`config.mk`:
```
export PLATFORM = sky130hd
export DESIGN_NAME = ika_slot_timinggen_flat
export DESIGN_NICKNAME = d
export VERILOG_FILES = /design/src/rtl/ika_slot_timinggen_if.sv /design/src/rtl/ika_slot_timinggen.sv /design/src/flat_wrapper.sv
export SDC_FILE = /design/constraint.sdc
export NUM_CORES = 1
export LEC_CHECK = 0
export CAP_MARGIN = 25
export CORE_AREA = 2 2 64 66
export CTS_BUF_LIST = sky130_fd_sc_hd__clkbuf_16
export DETAILED_ROUTE_END_ITERATION = 6
export DIE_AREA = 0 0 66 68
export GPL_ROUTABILITY_DRIVEN = 0
export HOLD_SLACK_MARGIN = 0.1
export PLACE_DENSITY = 0.77
export SLEW_MARGIN = 20
export SYNTH_ARGS = -nofsm -noshare
export SYNTH_HDL_FRONTEND = slang
export SYNTH_SLANG_ARGS = --single-unit
```
`constraint.sdc`:
```
create_clock -name i_EMUCLK -period 2.5 [get_ports i_EMUCLK]
set_clock_uncertainty 0.15 [all_clocks]
set_input_delay 0.625 -clock i_EMUCLK [delete_from_list [all_inputs] [get_ports i_EMUCLK]]
set_output_delay 0.625 -clock i_EMUCLK [all_outputs]
set_load 0.02 [all_outputs]
```
`src/rtl/ika_slot_timinggen_if.sv`:
```
// Slot timing bundle: phiM enable, resync and strobe compare values in, phi1 timing and slot strobes out.
// Latency: n/a (wires only).
// Backpressure: none; every consumer samples the strobes on its own phi1 enables.
interface ika_slot_timinggen_if #(
    parameter int SLOTS   = 32,
    parameter int NSTB    = 4,
    parameter int FRAME_W = 8
);
    localparam int CW = $clog2(SLOTS);

    // inputs to the timing generator
    logic                 i_phiM_PCEN_n;
    logic                 i_SYNC_n;
    logic [NSTB*CW-1:0]   i_STB_SLOT;

    // outputs of the timing generator
    logic                 o_MRST_n;
    logic                 o_phi1;
    logic                 o_phi1_PCEN_n;
    logic                 o_phi1_NCEN_n;
    logic [CW-1:0]        o_SLOT;
    logic                 o_SH1;
    logic                 o_SH2;
    logic [NSTB-1:0]      o_STB;
    logic                 o_FRAME_START;
    logic [FRAME_W-1:0]   o_FRAME_CNT;

    // the timing generator itself
    modport master (
        input  i_phiM_PCEN_n, i_SYNC_n, i_STB_SLOT,
        output o_MRST_n, o_phi1, o_phi1_PCEN_n, o_phi1_NCEN_n, o_SLOT,
               o_SH1, o_SH2, o_STB, o_FRAME_START, o_FRAME_CNT
    );

    // the driving environment / slot-sequenced consumers
    modport slave (
        output i_phiM_PCEN_n, i_SYNC_n, i_STB_SLOT,
        input  o_MRST_n, o_phi1, o_phi1_PCEN_n, o_phi1_NCEN_n, o_SLOT,
               o_SH1, o_SH2, o_STB, o_FRAME_START, o_FRAME_CNT
    );
endinterface

```
`src/rtl/ika_slot_timinggen.sv`:
```
// Operator-slot timing generator: reset sync, phi1 enables, slot/frame counters, SH1/SH2 and slot strobes.
// Latency: slot strobes 1 phi1 cycle after the slot; SH1/SH2 SH_DELAY+1 phi1 cycles after the slot.
// Backpressure: none; free-running on phiM enables, halted only by i_IC_n.
module ika_slot_timinggen #(
    parameter int SLOTS     = 32,
    parameter int NSTB      = 4,
    parameter int SH_DELAY  = 5,
    parameter int FRAME_W   = 8,
    parameter int SYNC_SLOT = 0
) (
    input  logic                  i_EMUCLK,
    input  logic                  i_IC_n,
    ika_slot_timinggen_if.master  io_bus
);
    localparam int            CW       = $clog2(SLOTS);
    localparam logic [CW-1:0] SLOT_MAX = CW'(SLOTS - 1);
    localparam logic [CW-1:0] SYNC_VAL = CW'(SYNC_SLOT);

    // ---------------------------------------------------------------
    // Reset synchroniser and phi1 generation
    // ---------------------------------------------------------------
    logic       w_phim_en;
    logic [1:0] r_ic_sync;
    logic       r_phi1p;
    logic       w_pcen_n;
    logic       w_ncen_n;
    logic       w_ncen;

    assign w_phim_en = ~io_bus.i_phiM_PCEN_n;

    // two-stage release synchroniser for i_IC_n, stepped on phiM enables
    always_ff @(posedge i_EMUCLK or negedge i_IC_n) begin
        if (!i_IC_n) begin
            r_ic_sync <= 2'b00;
        end else if (w_phim_en) begin
            r_ic_sync <= {r_ic_sync[0], 1'b1};
        end
    end

    // phi1 = phiM/2, parked high until the synchronised reset releases
    always_ff @(posedge i_EMUCLK or negedge i_IC_n) begin
        if (!i_IC_n) begin
            r_phi1p <= 1'b1;
        end else if (w_phim_en) begin
            r_phi1p <= r_ic_sync[1] ? ~r_phi1p : 1'b1;
        end
    end

    // The negative-edge enable is also gated by the synchroniser so nothing
    // downstream moves before the release has been seen on both stages.
    assign w_pcen_n = r_phi1p | io_bus.i_phiM_PCEN_n;
    assign w_ncen_n = ~r_phi1p | io_bus.i_phiM_PCEN_n | ~r_ic_sync[1];
    assign w_ncen   = ~w_ncen_n;

    // ---------------------------------------------------------------
    // Core reset, resync detector, slot and frame counters
    // ---------------------------------------------------------------
    logic               r_mrst_n;
    logic               r_sync_s0;
    logic               r_sync_s1;
    logic               w_sync_edge;
    logic [CW-1:0]      r_slot;
    logic [FRAME_W-1:0] r_frame;
    logic               r_frame_start;
    logic [CW-1:0]      w_slot_nxt;
    logic [FRAME_W-1:0] w_frame_nxt;
    logic               w_enter0;

    // core reset follows the synchroniser output, one phi1 step behind it
    always_ff @(posedge i_EMUCLK or negedge i_IC_n) begin
        if (!i_IC_n) begin
            r_mrst_n <= 1'b0;
        end else if (w_ncen) begin
            r_mrst_n <= r_ic_sync[1];
        end
    end

    // sample the resync pin; idle-high reset value avoids a false edge on release
    always_ff @(posedge i_EMUCLK or negedge i_IC_n) begin
        if (!i_IC_n) begin
            r_sync_s0 <= 1'b1;
            r_sync_s1 <= 1'b1;
        end else if (w_ncen) begin
            r_sync_s0 <= io_bus.i_SYNC_n;
            r_sync_s1 <= r_sync_s0;
        end
    end

    // falling edge on the resync pin, as seen by the two sample stages
    assign w_sync_edge = r_sync_s1 & ~r_sync_s0;

    // next slot/frame: core reset beats resync beats the natural increment
    always_comb begin
        w_slot_nxt  = r_slot;
        w_frame_nxt = r_frame;
        w_enter0    = 1'b0;
        if (!r_mrst_n) begin
            // leaving core reset counts as entering slot 0; any edge seen now is dropped
            w_slot_nxt = '0;
            w_enter0   = 1'b1;
        end else if (w_sync_edge) begin
            // a resync load never advances the frame counter
            w_slot_nxt = SYNC_VAL;
            w_enter0   = (SYNC_VAL == '0);
        end else if (r_slot == SLOT_MAX) begin
            w_slot_nxt  = '0;
            w_frame_nxt = r_frame + 1'b1;
            w_enter0    = 1'b1;
        end else begin
            w_slot_nxt = r_slot + 1'b1;
        end
    end

    // slot, frame and frame-start registers, advanced once per phi1 cycle
    always_ff @(posedge i_EMUCLK or negedge i_IC_n) begin
        if (!i_IC_n) begin
            r_slot        <= '0;
            r_frame       <= '0;
            r_frame_start <= 1'b0;
        end else if (w_ncen) begin
            r_slot        <= w_slot_nxt;
            r_frame       <= w_frame_nxt;
            r_frame_start <= w_enter0;
        end
    end

    // ---------------------------------------------------------------
    // Programmable slot strobes
    // ---------------------------------------------------------------
    logic [NSTB-1:0] w_stb_hit;
    logic [NSTB-1:0] r_stb;

    // compare the current slot against every strobe's programmed value
    always_comb begin
        w_stb_hit = '0;
        for (int k = 0; k < NSTB; k++) begin
            w_stb_hit[k] = (r_slot == io_bus.i_STB_SLOT[k*CW +: CW]);
        end
    end

    // register the matches so each strobe lands one phi1 cycle after its slot
    always_ff @(posedge i_EMUCLK or negedge i_IC_n) begin
        if (!i_IC_n) begin
            r_stb <= '0;
        end else if (w_ncen) begin
            r_stb <= w_stb_hit;
        end
    end

    // ---------------------------------------------------------------
    // SH1/SH2 sample-hold strobes
    // ---------------------------------------------------------------
    logic                w_sh1_raw;
    logic                w_sh2_raw;
    logic [SH_DELAY-1:0] r_sh1_sr;
    logic [SH_DELAY-1:0] r_sh2_sr;
    logic                r_sh1;
    logic                r_sh2;

    // SH1 covers the last quarter of the frame, SH2 the second quarter
    assign w_sh1_raw = (r_slot[CW-1:CW-2] == 2'b11);
    assign w_sh2_raw = (r_slot[CW-1:CW-2] == 2'b01);

    // SH_DELAY-deep delay line followed by an output register held low in core reset
    always_ff @(posedge i_EMUCLK or negedge i_IC_n) begin
        if (!i_IC_n) begin
            r_sh1_sr <= '0;
            r_sh2_sr <= '0;
            r_sh1    <= 1'b0;
            r_sh2    <= 1'b0;
        end else if (w_ncen) begin
            r_sh1_sr[0] <= w_sh1_raw;
            r_sh2_sr[0] <= w_sh2_raw;
            for (int i = 1; i < SH_DELAY; i++) begin
                r_sh1_sr[i] <= r_sh1_sr[i-1];
                r_sh2_sr[i] <= r_sh2_sr[i-1];
            end
            r_sh1 <= r_mrst_n & r_sh1_sr[SH_DELAY-1];
            r_sh2 <= r_mrst_n & r_sh2_sr[SH_DELAY-1];
        end
    end

    // ---------------------------------------------------------------
    // Outputs
    // ---------------------------------------------------------------
    assign io_bus.o_MRST_n      = r_mrst_n;
    assign io_bus.o_phi1        = r_phi1p;
    assign io_bus.o_phi1_PCEN_n = w_pcen_n;
    assign io_bus.o_phi1_NCEN_n = w_ncen_n;
    assign io_bus.o_SLOT        = r_slot;
    assign io_bus.o_SH1         = r_sh1;
    assign io_bus.o_SH2         = r_sh2;
    assign io_bus.o_STB         = r_stb;
    assign io_bus.o_FRAME_START = r_frame_start;
    assign io_bus.o_FRAME_CNT   = r_frame;

endmodule

```
`src/flat_wrapper.sv`:
```
// flat-port wrapper written by rule: the top's interface ports become plain ports
module ika_slot_timinggen_flat 
#(
    parameter int SLOTS     = 32,
    parameter int NSTB      = 4,
    parameter int SH_DELAY  = 5,
    parameter int FRAME_W   = 8,
    parameter int SYNC_SLOT = 0
)
  (i_EMUCLK, i_IC_n, io_bus_i_phiM_PCEN_n, io_bus_i_SYNC_n, io_bus_i_STB_SLOT, io_bus_o_MRST_n, io_bus_o_phi1, io_bus_o_phi1_PCEN_n, io_bus_o_phi1_NCEN_n, io_bus_o_SLOT, io_bus_o_SH1, io_bus_o_SH2, io_bus_o_STB, io_bus_o_FRAME_START, io_bus_o_FRAME_CNT);
  ika_slot_timinggen_if #(.SLOTS(SLOTS), .NSTB(NSTB), .FRAME_W(FRAME_W)) io_bus_i ();
  input  logic i_EMUCLK;
  input  logic i_IC_n;
  input wire logic [$bits(io_bus_i.i_phiM_PCEN_n)-1:0] io_bus_i_phiM_PCEN_n;
  input wire logic [$bits(io_bus_i.i_SYNC_n)-1:0] io_bus_i_SYNC_n;
  input wire logic [$bits(io_bus_i.i_STB_SLOT)-1:0] io_bus_i_STB_SLOT;
  output wire logic [$bits(io_bus_i.o_MRST_n)-1:0] io_bus_o_MRST_n;
  output wire logic [$bits(io_bus_i.o_phi1)-1:0] io_bus_o_phi1;
  output wire logic [$bits(io_bus_i.o_phi1_PCEN_n)-1:0] io_bus_o_phi1_PCEN_n;
  output wire logic [$bits(io_bus_i.o_phi1_NCEN_n)-1:0] io_bus_o_phi1_NCEN_n;
  output wire logic [$bits(io_bus_i.o_SLOT)-1:0] io_bus_o_SLOT;
  output wire logic [$bits(io_bus_i.o_SH1)-1:0] io_bus_o_SH1;
  output wire logic [$bits(io_bus_i.o_SH2)-1:0] io_bus_o_SH2;
  output wire logic [$bits(io_bus_i.o_STB)-1:0] io_bus_o_STB;
  output wire logic [$bits(io_bus_i.o_FRAME_START)-1:0] io_bus_o_FRAME_START;
  output wire logic [$bits(io_bus_i.o_FRAME_CNT)-1:0] io_bus_o_FRAME_CNT;
  assign io_bus_i.i_phiM_PCEN_n = io_bus_i_phiM_PCEN_n;
  assign io_bus_i.i_SYNC_n = io_bus_i_SYNC_n;
  assign io_bus_i.i_STB_SLOT = io_bus_i_STB_SLOT;
  assign io_bus_o_MRST_n = io_bus_i.o_MRST_n;
  assign io_bus_o_phi1 = io_bus_i.o_phi1;
  assign io_bus_o_phi1_PCEN_n = io_bus_i.o_phi1_PCEN_n;
  assign io_bus_o_phi1_NCEN_n = io_bus_i.o_phi1_NCEN_n;
  assign io_bus_o_SLOT = io_bus_i.o_SLOT;
  assign io_bus_o_SH1 = io_bus_i.o_SH1;
  assign io_bus_o_SH2 = io_bus_i.o_SH2;
  assign io_bus_o_STB = io_bus_i.o_STB;
  assign io_bus_o_FRAME_START = io_bus_i.o_FRAME_START;
  assign io_bus_o_FRAME_CNT = io_bus_i.o_FRAME_CNT;
  ika_slot_timinggen #(.SLOTS(SLOTS), .NSTB(NSTB), .SH_DELAY(SH_DELAY), .FRAME_W(FRAME_W), .SYNC_SLOT(SYNC_SLOT)) u_core (.i_EMUCLK(i_EMUCLK), .i_IC_n(i_IC_n), .io_bus(io_bus_i));
endmodule
```
==> impl_metrics.csv, run 1 <==
group,metric,value,unit
run_status,status,"finished clean",
detailed_routing,wire_per_inst,14.7,µm
power,comb_cell_power,0.725,mW
power,powerSeq,0.829,mW
final_timing,tightest_slew,443,ps
detailed_routing,via_per_inst,5.11,
logic_synthesis,synthDistinctLibCells,31,
logic_synthesis,top_cell,"dfrtp_1",
detailed_routing,ant_nets,0,
logic_synthesis,synth_warnings,0,
placement,io_buffers,47,
final_layout,fin_area,0.00245,mm²
logic_synthesis,yosysChipArea,0.00175,mm²
logic_synthesis,top_logic_kind,"simple AND/OR/NAND/NOR gates",
final_layout,lay_top_count,"clkdlybuf4s50_1",
floorplanning,die_w,66,µm
cts,clock_sinks,36,
logic_synthesis,xor_area_share,13.5,%
final_layout,final_cells,253,
power,leakagePower,1.07,nW
critical_path,reg2reg_depth,6,
final_layout,n_clock_buffer,5,
final_timing,rsz0062_at_grt,"no",
logic_synthesis,top_area_share,47.3,%
flow_run,maxCapViolations,0,
critical_path,endpoint,"io_bus_o_SLOT[2]",
logic_synthesis,syn_area_per_cell,11.6,µm²
logic_synthesis,flop_cell,"dfrtp_1",
critical_path,crit_fanout,9,
final_layout,final.fill_count,317,
floorplanning,row_count,23,
cts,holdBufCountCts,0,
final_layout,fin_nets,229,
cts,post_cts_buffers,0,
global_route,grtUsageMet1,20.3,%
logic_synthesis,topCellsByArea,"dfrtp_1, mux2_2, xor2_1",
floorplanning,ios,48,
power,power_frac_comb,32.3,%
global_route,grtUsageMet3,5.26,%
detailed_routing,drc,0,
power,p_int,1.57,mW
floorplanning,tap_cells,50,
final_timing,setup_viol,0,
global_route,grt_pass1_vias,1345,
critical_path,r2r_slack,430,ps
flow_run,warning_count,26,
critical_path,regToRegStartpoint,"u_core.io_bus.o_SLOT[2]$_DFFE_PN0N_",
detailed_routing,drt_iter0_markers,62,
min_path,hp-start,"u_core.r_ic_sync[0]$_DFFE_PN0N_",
global_route,antenna_found_initial,0,
final_layout,inverters_excl_clock,2,
final_timing,fin_ws,192,ps
power,powerClk,0.694,mW
critical_path,path_cells,"clkdlybuf4s50_1",
detailed_routing,drtPass1Iterations,4,
final_layout,utilization,63.5,%
final_layout,largest_cell_class,"sequential cells",
final_layout,n_all_buffers,53,
power,swShare,30.3,%
placement,pre_cts_ws,-252,ps
power,total_power,2.25,mW
logic_synthesis,simple_gate_share,15.8,%
final_timing,hold_violations,0,
global_route,grt_overflow,0,
logic_synthesis,fp_nets,178,
power,ir_drop,0.000663,V
final_layout,buffer_area_share,21.0,%
critical_path,worst-path-stages,1,
critical_path,critPathMaxStageDelay,680,ps
final_layout,largest_register_ffs,8,
final_timing,drv_slew,0,
critical_path,cp.buffers_inverters,1,
final_timing,max_slew_margin,70.5,%
critical_path,critPathArrivalTime,1530,ps
critical_path,rr_endpoint,"u_core.io_bus.o_FRAME_CNT[6]$_DFFE_PN0P_",
detailed_routing,dr_wl_met2,2020,µm
cts,htreeDepth,2,
power,p_switching,0.682,mW
run_1/placement_by_type.png
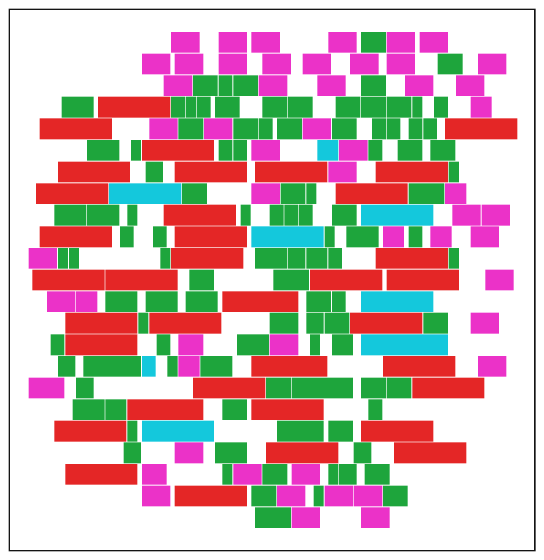
legend:
  combinational and other logic:
    colour: green
    cells: 106
  clock drivers and dummy loads:
    colour: cyan
    cells: 8
  sequential cells:
    colour: red
    cells: 36
  remaining buffers and delay cells:
    colour: magenta
    cells: 53

run_1/wires.png
The bar under the picture is 20 µm long.
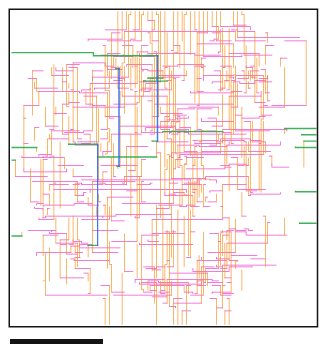
legend:
  metal 3:
    colour: green
    wire_length: 109 µm
  metal 1:
    colour: magenta
    wire_length: 1540 µm
  metal 4:
    colour: blue
    wire_length: 61.2 µm
  metal 2:
    colour: orange
    wire_length: 2020 µm

run_1/metal_density.png
The bar under the picture is 20 µm long. The die is cut into 13 by 14 equal tiles; dark blue is low, red is high, scaled to the fullest tile. Values are wire area over tile area, all layers added.
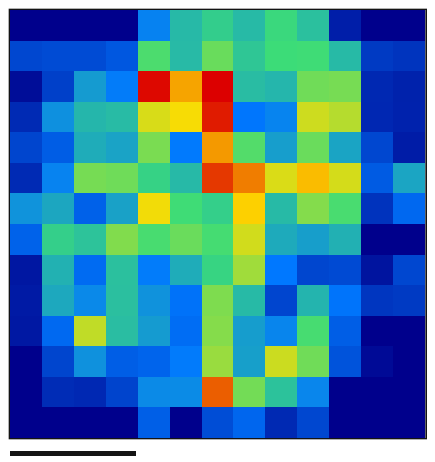
tiles over half the peak: 24%
emptiest ninth of the die: bottom right
nearly empty tiles: 13%
mean over tiles: 0.13

run_1/flops_by_reg.png
The bar under the picture is 20 µm long. Other sequential cells in the stronger grey, the rest of the logic in the fainter grey.
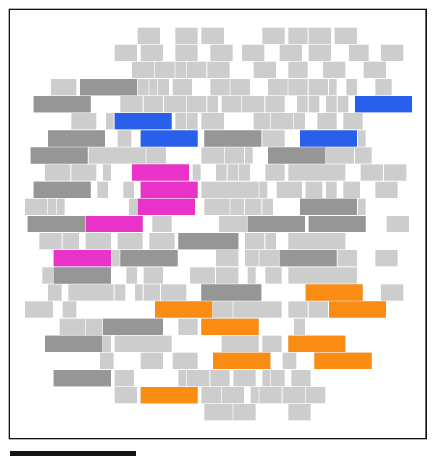

==> run 1 -> run 2 <==
--- a/config.mk
+++ b/config.mk
@@ -5,11 +5,12 @@
 export SDC_FILE = /design/constraint.sdc
 export NUM_CORES = 1
 export LEC_CHECK = 0
+export ABC_AREA = 1
 export CAP_MARGIN = 25
-export CORE_AREA = 2 2 64 66
+export CORE_AREA = 2 2 66 68
 export CTS_BUF_LIST = sky130_fd_sc_hd__clkbuf_16
 export DETAILED_ROUTE_END_ITERATION = 6
-export DIE_AREA = 0 0 66 68
+export DIE_AREA = 0 0 68 70
 export GPL_ROUTABILITY_DRIVEN = 0
 export HOLD_SLACK_MARGIN = 0.1
 export PLACE_DENSITY = 0.77
run_2/flops_by_reg.png
The bar under the picture is 20 µm long. Other sequential cells in the stronger grey, the rest of the logic in the fainter grey.
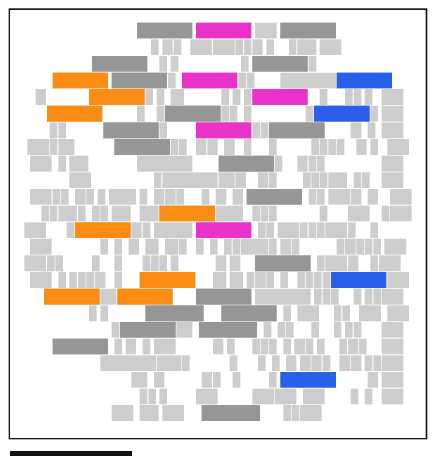
legend:
  u_core.io_bus.o_FRAME_CNT:
    colour: orange
    flops: 8
  u_core.io_bus.o_STB:
    colour: blue
    flops: 4
  u_core.r_sh1_sr:
    colour: magenta
    flops: 5
    where: top middle
not coloured: 19
Reg area: 905 µm²
Finished Core Util: 61.8%
flop share of the area: 35.3%

run_2/congestion.png
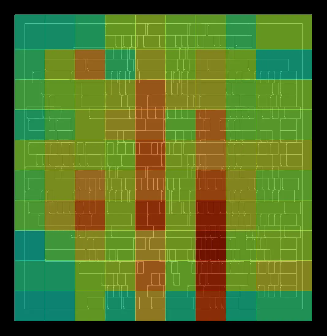
met1 Use GR: 25.4%
WL/cell: 11.8 µm
global routing usage on met2: 33.9%

run_2/placement_by_type.png
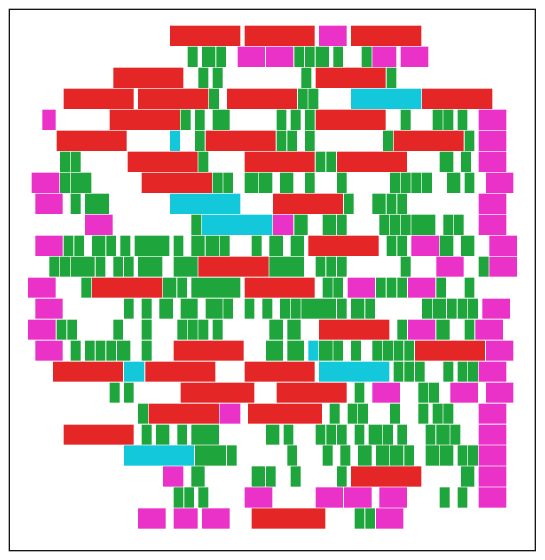
legend:
  remaining buffers and delay cells:
    colour: magenta
    cells: 50
  clock drivers and dummy loads:
    colour: cyan
    cells: 8
  combinational and other logic:
    colour: green
    cells: 219
  sequential cells:
    colour: red
    cells: 36
Core Rows: 24
Design Area, Final: 0.00256 mm²

==> impl_metrics.csv, run 2 <==
group,metric,value,unit
final_layout,final_cell_mix,"nand2_1, clkdlybuf4s50_1, dfrtp_1",
power,power_leader,"sequential cells",
power,powerClk,0.592,mW
cts,clkSlewWorstSetupHoldPaths,60,ps
logic_synthesis,ys_seq_elements,36,
final_layout,comb_share,32.8,%
final_layout,syn_to_final_growth,34.3,%
logic_synthesis,synth_adder_area_share,1.97,%
power,power_frac_clock,28.2,%
logic_synthesis,xor_area_share,2.30,%
final_layout,final_cells,365,
critical_path,r2r_slack,620,ps
power,swShare,35.2,%
cts,holdBufCountCts,0,
final_timing,finalClockPeriodUsage,95.0,%
final_layout,lay_top_count,"nand2_1",
floorplanning,ios,48,
final_timing,max_slew_margin,46.7,%
logic_synthesis,topCellsByArea,"dfrtp_1, nand2_1, inv_1",
power,power_frac_comb,32.2,%
power,seq_power_share,39.6,%
detailed_routing,via_per_inst,4.82,
final_layout,logic_area,841,µm²
final_layout,n_clock_buffer,5,
placement,placed_area,0.00242,mm²
detailed_routing,wl_met1,1980,µm
detailed_routing,drc,0,
final_layout,largest_cell_class,"sequential cells",
detailed_routing,drt_iter0_markers,107,
detailed_routing,dr_wl_met2,1930,µm
critical_path,critical_path.top_delay_family,"buffers and inverters",
placement,dp_hpwl,2980,µm
detailed_routing,vias,1760,
cts,cts-root-to-sink-buffers,2,
critical_path,cp-end-kind,"output port",
critical_path,cpMaxStageDelayCell,"clkdlybuf4s50_1",
global_route,grt_util_all_layers,20.7,%
placement,pre_cts_ws,-159,ps
global_route,grt_max_degree,37,
detailed_routing,dr_wl_met3,295,µm
final_layout,flops,36,
power,p_int,1.36,mW
final_timing,fin_setup_tns,0,ps
logic_synthesis,fp_nets,287,
global_route,grt_overflow,0,
logic_synthesis,ys_sh_mux,0,%
logic_synthesis,ys_seq_share,47.4,%
final_timing,max_freq,421,MHz
global_route,grt.busiest_layer,"met2",
logic_synthesis,syn_area_per_cell,7.33,µm²
logic_synthesis,synth-compound-area-share,7.61,%
floorplanning,fp_util,46.0,%
logic_synthesis,yosys_cells,260,
logic_synthesis,yosysChipArea,0.00191,mm²
critical_path,required,1730,ps
critical_path,startpoint_type,"primary input",
critical_path,path_cells,"clkdlybuf4s50_1, inv_2, nand3_2, dlygate4sd2_1",
cts,clockRootBuffer,"clkbuf_16",
final_layout,fin_nets,339,
power,ir_drop,0.000360,V
logic_synthesis,top_cell,"nand2_1",
power,powerSeq,0.832,mW
floorplanning,die_w,68,µm
cts,clk_latency,280,ps
final_timing,rsz0062_at_grt,"no",
final_timing,drv_slew,0,
logic_synthesis,synthDistinctLibCells,23,
cts,cts_buffers,5,
final_timing,setup_viol,0,
critical_path,crit_start,"io_bus_i_phiM_PCEN_n",
min_path,min_path_type,"primary input to asynchronous set/reset pin",
final_layout,final.fill_count,388,
power,leakagePower,1.29,nW
placement,io_buffers,47,
global_route,grt_pass1_vias,1726,
critical_path,worst-path-stages,4,
final_layout,drive_above_1_share,6.71,%
global_route,antenna_found_initial,0,
flow_run,warning_count,26,
flow_run,maxCapViolations,0,
logic_synthesis,simple_gate_share,32.2,%
final_layout,antennaDiodeCount,0,
global_route,grtUsageMet3,5.64,%
logic_synthesis,async_flop_share,100,%
logic_synthesis,largest_area_cell,"dfrtp_1",
logic_synthesis,top_logic_kind,"simple AND/OR/NAND/NOR gates",
detailed_routing,drt_wl_total,4310,µm
final_timing,hold_violations,0,
logic_synthesis,flop_cell,"dfrtp_1",
floorplanning,core_area,0.00414,mm²
logic_synthesis,syn_area,0.00191,mm²
detailed_routing,highest_layer,"met4",
final_layout,inverters_excl_clock,33,
power,comb_cell_power,0.676,mW
final_layout,comb.multi_input.count,186,
cts,htreeDepth,2,
floorplanning,tap_cells,52,
floorplanning,dieArea,0.00476,mm²
final_layout,n_all_buffers,50,
critical_path,regToRegStartpoint,"u_core.io_bus.o_SLOT[0]$_DFFE_PN0N_",
floorplanning,die_y,70,µm
logic_synthesis,edf_count,0,
final_timing,worst_hold_slack,284,ps
critical_path,cp.buffers_inverters,3,
detailed_routing,drtPass1Iterations,4,
final_timing,fin_crit,2370,ps
power,p_per_area,821,mW/mm²
critical_path,endpoint,"io_bus_o_phi1_NCEN_n",
critical_path,critPathArrivalTime,1600,ps
final_layout,buffer_area_share,19.0,%
critical_path,critPathMaxStageDelay,490,ps
detailed_routing,ant_nets,0,
run_status,status,"finished clean",
global_route,grt_first_pass_wirelength,7470,µm
final_layout,clkCellAreaFrac,5.47,%
cts,cts.repair.resized,2,
power,p_switching,0.739,mW
cts,cts_tree,"yes",
final_timing,fin_ws,126,ps
critical_path,path_class,"primary input to output port",
logic_synthesis,synth.top_cells.by_count,"nand2_1, dfrtp_1, inv_1",
placement,dpl.cell_count,357,
final_layout,largest_register_ffs,8,
power,total_power,2.10,mW
final_timing,tightest_slew,799,ps
critical_path,crit_fanout,2,
cts,post_cts_buffers,0,
cts,clock_sinks,36,
logic_synthesis,synth_warnings,0,
critical_path,reg2reg_depth,9,
logic_synthesis,netlist_instances,260,
critical_path,rr_endpoint,"u_core.io_bus.o_FRAME_CNT[7]$_DFFE_PN0P_",
logic_synthesis,top_area_share,43.3,%
No activity file was given, so power comes from the tool's default toggle rates.
